`config.mk`:
```
export PLATFORM = sky130hd
export DESIGN_NAME = reg_write_arbiter
export DESIGN_NICKNAME = d
export VERILOG_FILES = /design/src/rtl/reg_write_arbiter.sv
export SDC_FILE = /design/constraint.sdc
export NUM_CORES = 1
export LEC_CHECK = 0
export ABC_AREA = 1
export CAP_MARGIN = 20
export CORE_UTILIZATION = 30
export DETAILED_ROUTE_END_ITERATION = 10
export GPL_TIMING_DRIVEN = 0
export PLACE_DENSITY_LB_ADDON = 0.05
export SETUP_SLACK_MARGIN = 0.3
export SLEW_MARGIN = 25
export SYNTH_ARGS = -nofsm -noshare
export SYNTH_HDL_FRONTEND = slang
export SYNTH_SLANG_ARGS = --single-unit
```
`constraint.sdc`:
```
create_clock -name clk -period 1.7 [get_ports clk]
set_clock_uncertainty 0.15 [all_clocks]
set_input_delay 0.34 -clock clk [delete_from_list [all_inputs] [get_ports clk]]
set_output_delay 0.34 -clock clk [all_outputs]
set_load 0.01 [all_outputs]
```
`src/rtl/reg_write_arbiter.sv`:
```
// reg_write_arbiter
// -----------------
// Round-robin arbiter that funnels up to N_REQ producers into one registered
// WIDTH-bit write port. One word is accepted per cycle into a single-entry
// output register, which is then offered downstream with valid/ready.
//
// Ports:
//   clk        rising-edge clock
//   rst_n      synchronous active-low reset
//   req_valid  per-requester "has a word" flags
//   req_data   packed requester words, requester i at [i*WIDTH +: WIDTH]
//   req_ready  one-hot (or zero) acceptance strobe, combinational
//   out_valid  output register holds a word
//   out_data   held word
//   out_idx    index of the requester that supplied out_data
//   out_ready  downstream consumes the word when out_valid && out_ready
module reg_write_arbiter #(
  parameter int N_REQ = 4,
  parameter int WIDTH = 8,
  parameter int IDX_W = $clog2(N_REQ)
) (
  input  logic                   clk,
  input  logic                   rst_n,
  input  logic [N_REQ-1:0]       req_valid,
  input  logic [N_REQ*WIDTH-1:0] req_data,
  output logic [N_REQ-1:0]       req_ready,
  output logic                   out_valid,
  output logic [WIDTH-1:0]       out_data,
  output logic [IDX_W-1:0]       out_idx,
  input  logic                   out_ready
);

  logic [IDX_W-1:0] ptr;
  logic [IDX_W-1:0] win;
  logic [IDX_W-1:0] cand;
  logic             any_req;
  logic             load;

  assign any_req = |req_valid;

  // The slot can take a new word when it is empty or is being drained this
  // same cycle; that is what gives one word per cycle of throughput.
  assign load = (!out_valid || out_ready) && rst_n && any_req;

  // Scan from the farthest rotated position back toward ptr so that the last
  // hit written is the closest one at or after ptr. N_REQ is a power of two,
  // so the IDX_W-bit addition wraps exactly modulo N_REQ.
  always_comb begin
    win  = '0;
    cand = '0;
    for (int k = N_REQ - 1; k >= 0; k--) begin
      cand = ptr + IDX_W'(k);
      if (req_valid[cand]) begin
        win = cand;
      end
    end
  end

  always_comb begin
    req_ready = '0;
    if (load) begin
      req_ready[win] = 1'b1;
    end
  end

  // Output register and priority pointer. The pointer only moves on an
  // actual grant; on a drain without a new word, data and index are kept.
  always_ff @(posedge clk) begin
    if (!rst_n) begin
      out_valid <= 1'b0;
      out_data  <= '0;
      out_idx   <= '0;
      ptr       <= '0;
    end else if (load) begin
      out_valid <= 1'b1;
      out_data  <= req_data[win*WIDTH +: WIDTH];
      out_idx   <= win;
      ptr       <= win + IDX_W'(1);
    end else if (out_valid && out_ready) begin
      out_valid <= 1'b0;
    end
  end

endmodule

```
Cell placement:
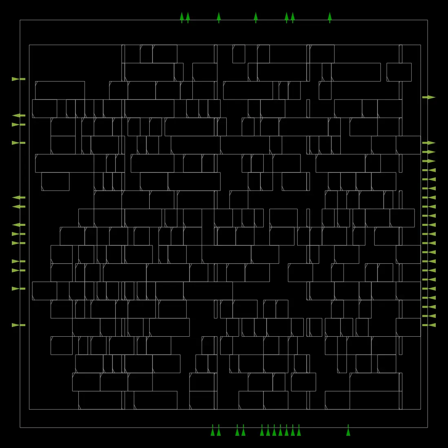
final cell utilization of the core: 0.616
total number of placement rows: 20
register share of the cell area: 0.135

Gate families picked out:
(8 px per um)
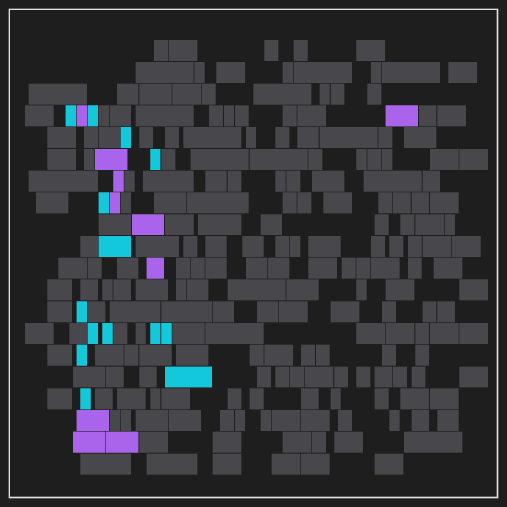
[inv cells] cyan | cells: 14 | most used: inv_2
[nor cells] purple | cells: 10 | most used: nor2_4
share of the final layout cell area in multi-input gates: 0.412
final cell count without fillers: 275
top logic cell by instance count in the layout: nand3_1

I/O pins on the die edge:
(8 px per um) Pins as bars across the die edge, other pins in grey.
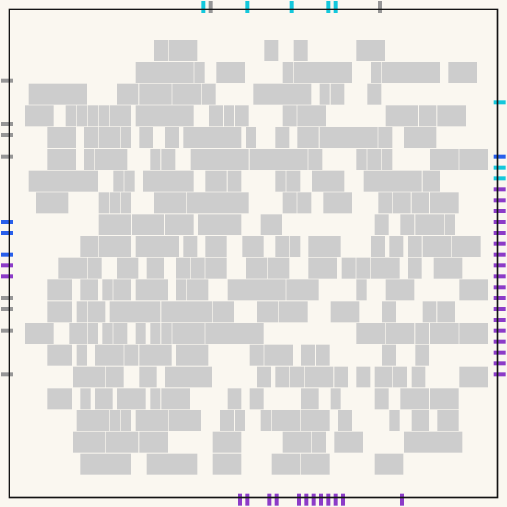
[`out_data`] cyan | pins: 8 | direction: output | edge: 5 north, 3 east
[`req_data`] purple | pins: 32 | direction: input | edge: 18 east, 12 south, 2 west
[`req_ready`] blue | pins: 4 | direction: output | edge: 3 west, 1 east
die height: 60.8 um
floorplan die width: 60.8 um

==> flow_summary.json <==
{
  "holdCritPathClass": "reg -> reg",
  "drt_drc_violations_left": 0,
  "post_synth_and_or_nand_nor_area_fraction": 0.607,
  "total_clock_buffers_created_by_cts": 3,
  "maxCapViolCount": 0,
  "detail_route.first_pass.iterations": 4,
  "slew_headroom": 0.826,
  "critical_path_required_ps": 1210,
  "comb_power_share": 0.799,
  "fin_hold_ws_ps": 322,
  "placed_cell_area_mm2": 0.00166,
  "ys_sh_mux": 0,
  "yosys_chip_area_mm2": 0.00104,
  "number_of_global_route_vias_before_repair": 1276,
  "via_per_inst": 4.90,
  "worst-setup-path-type": "reg -> out",
  "insertedDiodeCount": 0,
  "ctsHtreeMaxLevel": 1,
  "violations_in_the_final_reports": "negative setup slack",
  "routabilityCongestion": 0.816,
  "finalNetCount": 271,
  "leakage_power_of_the_design_uw": 0.000896,
  "critical_path.max_fanout": 7,
  "switching_share": 0.483,
  "routed-via-count": 1347,
  "clk_pin_slew_worst_setup_hold_paths_ps": 80,
  "setup_ws_ps": -542,
  "worst_slew_pin_slew_ps": 262,
  "finalWirelength_um": 3690,
  "cellPowerDensity_mw_per_mm2": 1800,
  "hpwlAfterDp_um": 2600,
  "timing.final.crit_share": 1.32,
  "grt_max_degree": 11,
  "synth_cell_type_count": 24,
  "detail-route-antenna-nets": 0,
  "post_synth_aoi_oai_area": 0.0217,
  "cts.path.max_buffers": 2,
  "synth_seq_share": 0.251,
  "clk_root_buffer_cell": "clkbuf_4",
  "grt_first_pass_wirelength_um": 5800,
  "finalHoldViolations": 0,
  "tool_warnings": 29,
  "detail_route.iter0.violations": 55,
  "crit_path_start_kind": "register",
  "critPathCaptureType": "primary output",
  "insertion_delay_ps": 280,
  "yosys_cells": 159,
  "grt_overflow": 0,
  "final-setup-viol-count": 14,
  "track_usage": 0.215,
  "synthesis.area_per_instance_um2": 6.53,
  "drv_slew": 0,
  "synth_area_in_xor_xnor": 0,
  "internal_power_uw": 1820,
  "run_status": "finished, violations left",
  "tritoncts_clock_tree": "yes",
  "synthTopLogicFamily": "simple AND/OR/NAND/NOR gates",
  "post_drt_wl_per_cell_um": 13.4,
  "ys_warn_count": 0,
  "vdd_ir_drop_max_mv": 0.860,
  "setup_repair_after_global_routing_missed_its_margin": "yes",
  "hold_buffers": 0,
  "max_freq_mhz": 446,
  "clockPowerShare": 0.056,
  "drive_above_1_share": 0.364,
  "fp_nets": 198,
  "coreArea_mm2": 0.00318,
  "synth-adder-area-share": 0,
  "antenna_found_initial": 0,
  "numClockSinks": 13,
  "net-switching-power_uw": 1700,
  "cp.arrival_ps": 1750,
  "initCoreUtil": 0.327
}
Drive-strength map:
(8 px per um)
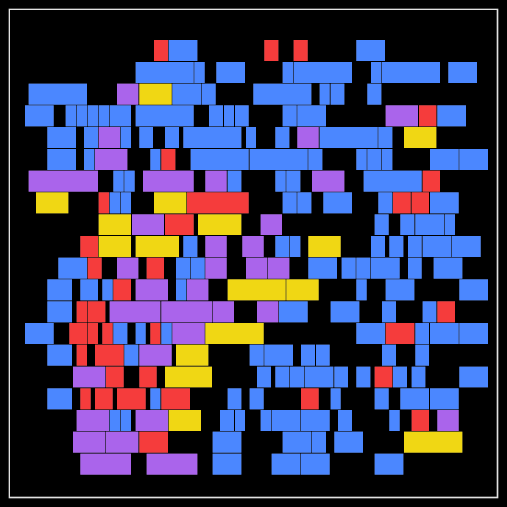
[x1 and smaller] blue | cells: 147 | share: 64%
[x2] red | cells: 35 | share: 15%
[x3 and x4] purple | cells: 33 | share: 14%
[x6 and larger] yellow | cells: 16 | share: 6.9%
Final WS setup: -542 ps
Final Cell Area: 0.00196 mm2
synthesis-to-finish area growth: 88.6%

Nets reached from selected ports:
(4 px per um)
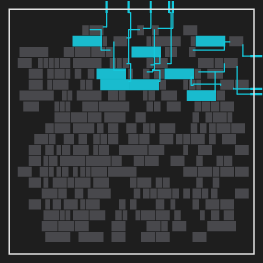
[`out_data`] cyan | bits: 8 | direction: output | edge: 5 north, 3 east | end cells: 8 | buffers: 8 | wire: 157 um
quantity of I/O buffers inserted on ports: 53
io pins: 54

-- metrics by stage --
step | std cells | total power (uW) | setup slack [ps] | setup TNS, ps
detailed placement | 256 | 2630 | -1270 | -11150
global placement | 256 | 2580 | -1210 | -10440
CTS | 272 | 3390 | -540 | -4430
finish | 275 | 3520 | -542 | -5940
global route | 275 | 3780 | -649 | -7250
floorplan | 159 | 1980 | -165 | -409
-- what timing repair did --
item                                    in CTS  in global routing
gates resized                               75                 18
buffers inserted                            12                  3
pin swaps                                   16                  6
endpoints found under the setup margin      27                 28
-- flip-flops by register name (all words and copies together) (netlist names) --
signal / cells
out_data: 8
out_idx: 2
out_valid: 1
ptr: 2
-- power groups by stage --
stage,clock network (uW),logic (uW),registers [uW]
floorplan,0,1430,547
global placement,0,2080,502
detailed placement,0,2120,509
CTS,198,2690,507
global route,210,3040,529
finish,196,2810,510
-- worst paths after layout --
kind / cells after the start / slack [ps] / endpoint / from
max: 12 / -540 / req_ready[3] / ptr[0]
min: 2 / 320 / out_data[7] / out_data[7]
max reg2reg: 15 / -520 / out_data[3] / ptr[0]
min reg2reg: 2 / 320 / out_data[7] / out_data[7]
-- cell usage after synthesis, drive strengths merged --
cell type  instances  share of area
nand3             61           0.32
nand2             48           0.23
dfxtp             13           0.25
inv               13          0.049
nor2              10          0.055
buf                6          0.060
clkbuf             2         0.0072
o21ai              2         0.0096
a21oi              1         0.0048
clkinv             1         0.0036
nand4              1         0.0060
o31ai              1         0.0072
-- worst max-delay path: stages, from the launching register on --
cell	delay, ps
dfxtp_2	330
buf_8	140
inv_8	70
nand2_2	50
nand2_2	80
nand3_2	100
nand3_4	130
nand3_4	130
nand2_8	110
buf_12	100
nand2_4	50
nor2_4	80
buf_6	100
-- final cells by class --
cell class / count / area, um2
timing repair buffer: 68 / 642
buffer: 8 / 90.1
multi-input combinational: 124 / 807
sequential: 13 / 265
tap: 44 / 55.1
inverter: 14 / 72.6
clock buffer: 4 / 26.3
fill: 294 / 1220
-- logic make-up (layout without fill, tap and decap cells) --
kind of cell,after synthesis,in the layout
AOI/OAI and AO/OA,4,4
buffers and inverters,22,94
and+or+nand+nor,120,120
DFF,13,13
-- per-layer routing --
| layer | up-vias | GRT usage | part of all wire |
|---|---|---|---|
| li1 | 677 | - | - |
| met1 | 620 | 0.246 | 0.42 |
| met2 | 46 | 0.403 | 0.50 |
| met3 | 4 | 0.0533 | 0.069 |
| met4 | 0 | 0.0422 | 0.0092 |
| met5 | - | 0 | 0 |
Power and IR drop assume default switching activity.
